## config.mk

```make
export PLATFORM = sky130hd
export DESIGN_NAME = ball_physics
export DESIGN_NICKNAME = d
export VERILOG_FILES = /design/src/rtl/ball_physics.sv
export SDC_FILE = /design/constraint.sdc
export NUM_CORES = 1
export LEC_CHECK = 0
export ABC_AREA = 1
export ABC_CLOCK_PERIOD_IN_PS = 2800
export CORE_MARGIN = 2
export CORE_UTILIZATION = 52
export CTS_CLUSTER_DIAMETER = 120
export DETAILED_ROUTE_END_ITERATION = 7
export GPL_ROUTABILITY_DRIVEN = 0
export PLACE_DENSITY = 0.87
export SLEW_MARGIN = 40
export SYNTH_ARGS = -nofsm -noshare
export SYNTH_HDL_FRONTEND = slang
export SYNTH_SLANG_ARGS = --single-unit
```

## constraint.sdc

```tcl
create_clock -name clk50M -period 2.8 [get_ports clk50M]
set_input_delay 0.56 -clock clk50M [delete_from_list [all_inputs] [get_ports clk50M]]
set_output_delay 0.56 -clock clk50M [all_outputs]
set_load 0.005 [all_outputs]
```

## src/rtl/ball_physics.sv

```systemverilog
// Pong ball/score engine: one update per rising edge of endofframe, outputs registered (1 clk after the tick edge).
// No backpressure; frame ticks are never missed or queued, extra endofframe high time is ignored.
module ball_physics #(
   parameter int SCREEN_W     = 640,
   parameter int SCREEN_H     = 480,
   parameter int BALL_SIZE    = 8,
   parameter int PADDLE_W     = 8,
   parameter int PADDLE_H     = 64,
   parameter int SPEED        = 2,
   parameter int SERVE_FRAMES = 60,
   parameter int WIN_SCORE    = 9
) (
   input  logic       clk50M,
   input  logic       reset,
   input  logic       endofframe,
   input  logic [9:0] paddle_one_x,
   input  logic [9:0] paddle_one_y,
   input  logic [9:0] paddle_two_x,
   input  logic [9:0] paddle_two_y,
   output logic [9:0] ball_x,
   output logic [9:0] ball_y,
   output logic [3:0] score_one,
   output logic [3:0] score_two,
   output logic       game_over
);

   localparam logic [1:0] ST_SERVE = 2'd0;
   localparam logic [1:0] ST_PLAY  = 2'd1;
   localparam logic [1:0] ST_OVER  = 2'd2;

   localparam int CW = (SERVE_FRAMES > 1) ? $clog2(SERVE_FRAMES) : 1;

   localparam logic [10:0] SW = 11'(SCREEN_W);
   localparam logic [10:0] SH = 11'(SCREEN_H);
   localparam logic [10:0] BS = 11'(BALL_SIZE);
   localparam logic [10:0] PW = 11'(PADDLE_W);
   localparam logic [10:0] PH = 11'(PADDLE_H);
   localparam logic [10:0] SP = 11'(SPEED);
   localparam logic [9:0]  CX = 10'((SCREEN_W - BALL_SIZE) / 2);
   localparam logic [9:0]  CY = 10'((SCREEN_H - BALL_SIZE) / 2);
   localparam logic [3:0]  WIN = 4'(WIN_SCORE);

   logic [1:0]    state;
   logic [CW-1:0] serve_cnt;
   logic          eof_q;
   logic          dir_right;
   logic          dir_down;
   logic          tick;

   logic [10:0] bx, by, p1r, p1y, p2x, p2y;
   logic        ov1, ov2;
   logic [9:0]  nxt_x, nxt_y;
   logic        nxt_dr, nxt_dd;
   logic        miss_l, miss_r;

   assign tick = endofframe & ~eof_q;

   // All geometry in 11 bits so edge sums near 1023 cannot wrap.
   assign bx  = {1'b0, ball_x};
   assign by  = {1'b0, ball_y};
   assign p1r = {1'b0, paddle_one_x} + PW;
   assign p1y = {1'b0, paddle_one_y};
   assign p2x = {1'b0, paddle_two_x};
   assign p2y = {1'b0, paddle_two_y};

   always_comb begin
      nxt_y  = ball_y;
      nxt_dd = dir_down;
      if (dir_down) begin
         if (by + BS + SP >= SH) begin
            nxt_y  = 10'(SH - BS);
            nxt_dd = 1'b0;
         end else begin
            nxt_y = 10'(by + SP);
         end
      end else if (by < SP) begin
         nxt_y  = 10'd0;
         nxt_dd = 1'b1;
      end else begin
         nxt_y = 10'(by - SP);
      end

      ov1 = (by + BS > p1y) && (by < p1y + PH);
      ov2 = (by + BS > p2y) && (by < p2y + PH);

      nxt_x  = ball_x;
      nxt_dr = dir_right;
      miss_l = 1'b0;
      miss_r = 1'b0;
      if (!dir_right) begin
         if (bx >= p1r && bx <= p1r + SP && ov1) begin
            nxt_x  = 10'(p1r);
            nxt_dr = 1'b1;
         end else if (bx < SP) begin
            miss_l = 1'b1;
         end else begin
            nxt_x = 10'(bx - SP);
         end
      end else begin
         if (bx + BS <= p2x && bx + BS + SP >= p2x && ov2) begin
            nxt_x  = 10'(p2x - BS);
            nxt_dr = 1'b0;
         end else if (bx + BS + SP >= SW) begin
            miss_r = 1'b1;
         end else begin
            nxt_x = 10'(bx + SP);
         end
      end
   end

   always_ff @(posedge clk50M) begin
      if (reset) begin
         eof_q     <= 1'b0;
         state     <= ST_SERVE;
         serve_cnt <= '0;
         ball_x    <= CX;
         ball_y    <= CY;
         dir_right <= 1'b1;
         dir_down  <= 1'b1;
         score_one <= 4'd0;
         score_two <= 4'd0;
         game_over <= 1'b0;
      end else begin
         eof_q <= endofframe;
         if (tick) begin
            case (state)
               ST_SERVE: begin
                  if (serve_cnt == CW'(SERVE_FRAMES - 1)) begin
                     state     <= ST_PLAY;
                     serve_cnt <= '0;
                  end else begin
                     serve_cnt <= serve_cnt + CW'(1);
                  end
               end
               ST_PLAY: begin
                  // A point drops this tick's vertical move and re-serves toward the loser.
                  if (miss_l || miss_r) begin
                     ball_x    <= CX;
                     ball_y    <= CY;
                     dir_right <= miss_r;
                     if (miss_l) score_two <= score_two + 4'd1;
                     else        score_one <= score_one + 4'd1;
                     if ((miss_l && score_two + 4'd1 == WIN) ||
                         (miss_r && score_one + 4'd1 == WIN)) begin
                        state     <= ST_OVER;
                        game_over <= 1'b1;
                     end else begin
                        state <= ST_SERVE;
                     end
                  end else begin
                     ball_x    <= nxt_x;
                     ball_y    <= nxt_y;
                     dir_right <= nxt_dr;
                     dir_down  <= nxt_dd;
                  end
               end
               default: ;
            endcase
         end
      end
   end

endmodule

```

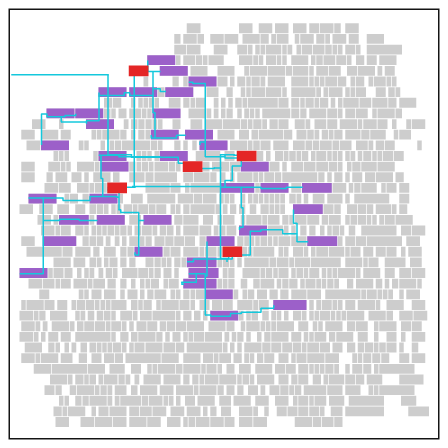
*Clock wires, drivers and flops*
[clock wires] cyan | length: 562 µm
[flip-flops] purple | count: 39
[clock-net drivers] red | count: 5
routed clock nets: 6

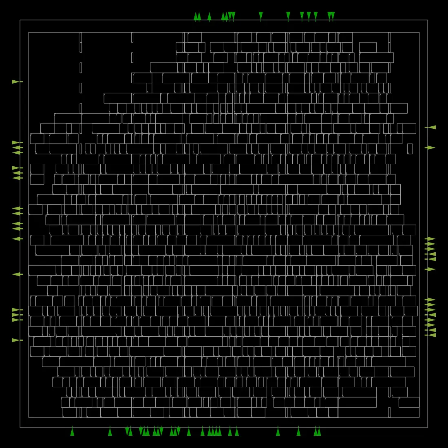
*Cell placement*
layout filler cell count: 740
core region area: 10800 µm²
Seq cells: 39
Row Count: 38
Layout Cells excl Fill: 1232

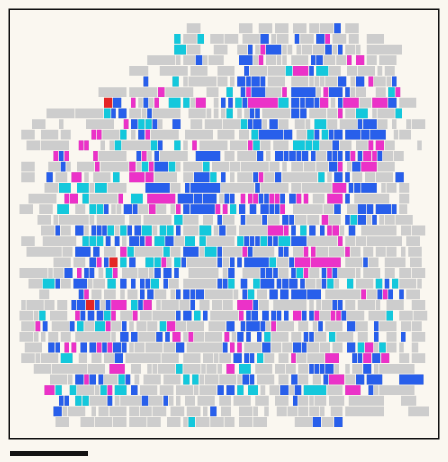
*Gate-type map*
Bar = 20 µm.
| family | color | cells | most used |
|---|---|---|---|
| aoi and oai cells | cyan | 113 | a21oi_1 |
| nor cells | magenta | 123 | nor2_1 |
| and/or cells | red | 3 | or2_2 |
| nand cells | blue | 316 | nand2_1 |

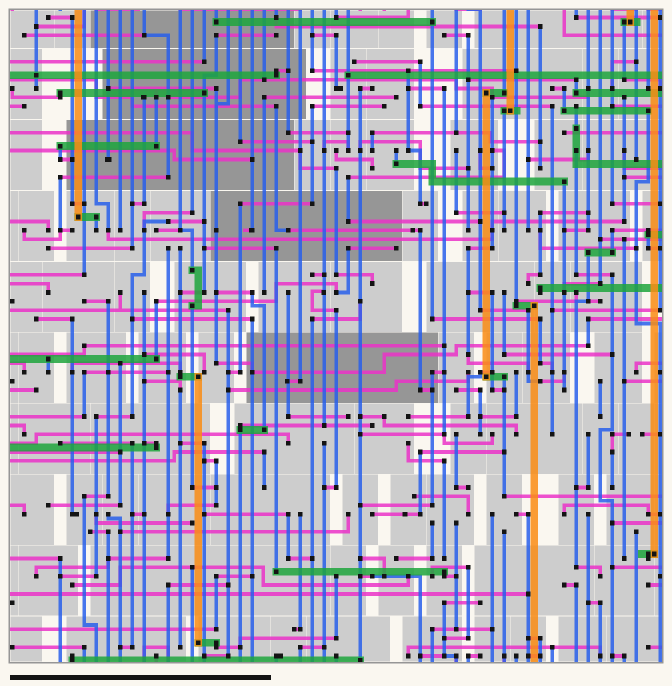
*A small window of the routed layout*
Bar = 10 µm. Window x 42 to 67, y 20 to 45 µm. Cells in gray, sequential cells in the stronger gray; small squares are vias.
| layer | color |
|---|---|
| M1 | magenta |
| M2 | blue |
| M4 | orange |
| M3 | green |
most frequent: nand2_1 (23), buf_4 (8), nand3_1 (7)
cells with their middle in the window: 83
netlist names of flops here include: ball_y (4), ball_x (1)
sequential cells in the window: 5

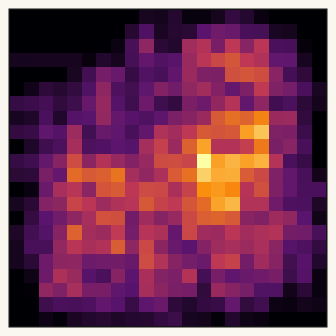
*Wire density map*
22 x 22 tiles, from black (low) to pale yellow (high), scaled to the fullest tile. Values are wire area over tile area, all layers added.
emptiest ninth of the die: top left
nearly empty tiles: 12%
fullest tile: 0.95

==> flow_summary.json <==
{
  "clock_latency_ps": 300,
  "wl_per_cell_um": 15.8,
  "first_global_vias": 6165,
  "finalPower_w": 0.00144,
  "compound_area_share_pct": 11.8,
  "status": "finished with violations",
  "fin_area_um2": 8270,
  "hp-start": "state[1]$_SDFFE_PP0P_",
  "p_clk_w": 0.000391,
  "seq_share_pct": 9.72,
  "syn-num-nets": 1032,
  "hold_depth": 2,
  "inverters_excl_clock": 137,
  "powerDensity_nw_per_um2": 175,
  "wl_met1_um": 7670,
  "ys_sh_xor_pct": 7.39,
  "cp_common_cell": "nand2_1",
  "finalClockPeriodUsage_pct": 108,
  "cts_buffer_depth": 2,
  "yosys_warnings": 0,
  "synthArstFlopShare_pct": 0,
  "buf_share_pct": 21.7,
  "start_kind": "flip-flop",
  "post-place-ws_ps": -840,
  "power-top-group": "registers",
  "port_buffers": 70,
  "p_switching_w": 0.000482,
  "syn_area_um2": 5780,
  "power_frac_comb_pct": 34.4,
  "clkTransAtPathRegs_ps": 80,
  "path_max_fanout": 5,
  "critPathCapture": "ball_x[4]$_SDFFE_PP1P_",
  "tapCellCount": 140,
  "wl_met3_um": 1490,
  "clkbuf_count": 6,
  "violations": "setup timing",
  "cts_sinks": 39,
  "top_regs": "ball_x (10), ball_y (9), serve_cnt (6)",
  "firstDrtPassIters": 7,
  "post-cts-setup-buffers": 18,
  "tns_ps": -4240,
  "final-seq-area_um2": 803,
  "synth_adder_area_share_pct": 19.9,
  "synth-edff-count": 0,
  "finalNetCount": 1226,
  "top_cell": "nand2_1",
  "cts-root-buf": "clkbuf_8",
  "synth.largest_area_cell": "ha_1",
  "period_minus_slack_ps": 3020,
  "drt_iter0_markers": 579,
  "use_met2_pct": 51.1,
  "grt_pass1_wl_um": 27500,
  "swShare_pct": 33.4,
  "layout_setup_ws_ps": -218,
  "die_area_um2": 12000,
  "crit_type": "reg2reg",
  "r2r_setup_slack_ps": -220,
  "ant_nets": 0,
  "r2r-end": "ball_x[4]$_SDFFE_PP1P_",
  "synth_top_area_share_pct": 19.9,
  "peakVddDrop_mv": 0.185,
  "worstPathRequired_ps": 3050,
  "reg2regPathDepth": 20,
  "setup_viol": 32,
  "crit_buf_inv": 4,
  "max_stage_delay_ps": 390,
  "drc_errors": 0,
  "largestClassByArea": "logic gates",
  "r2r_start": "ball_y[3]$_SDFFE_PP1P_",
  "hold_viol": 0,
  "cp.arrival_ps": 3270,
  "pg_seq_w": 0.000556,
  "cts_resized": 52,
  "h-tree-depth": 2
}
No activity file was given, so power comes from the tool's default toggle rates.
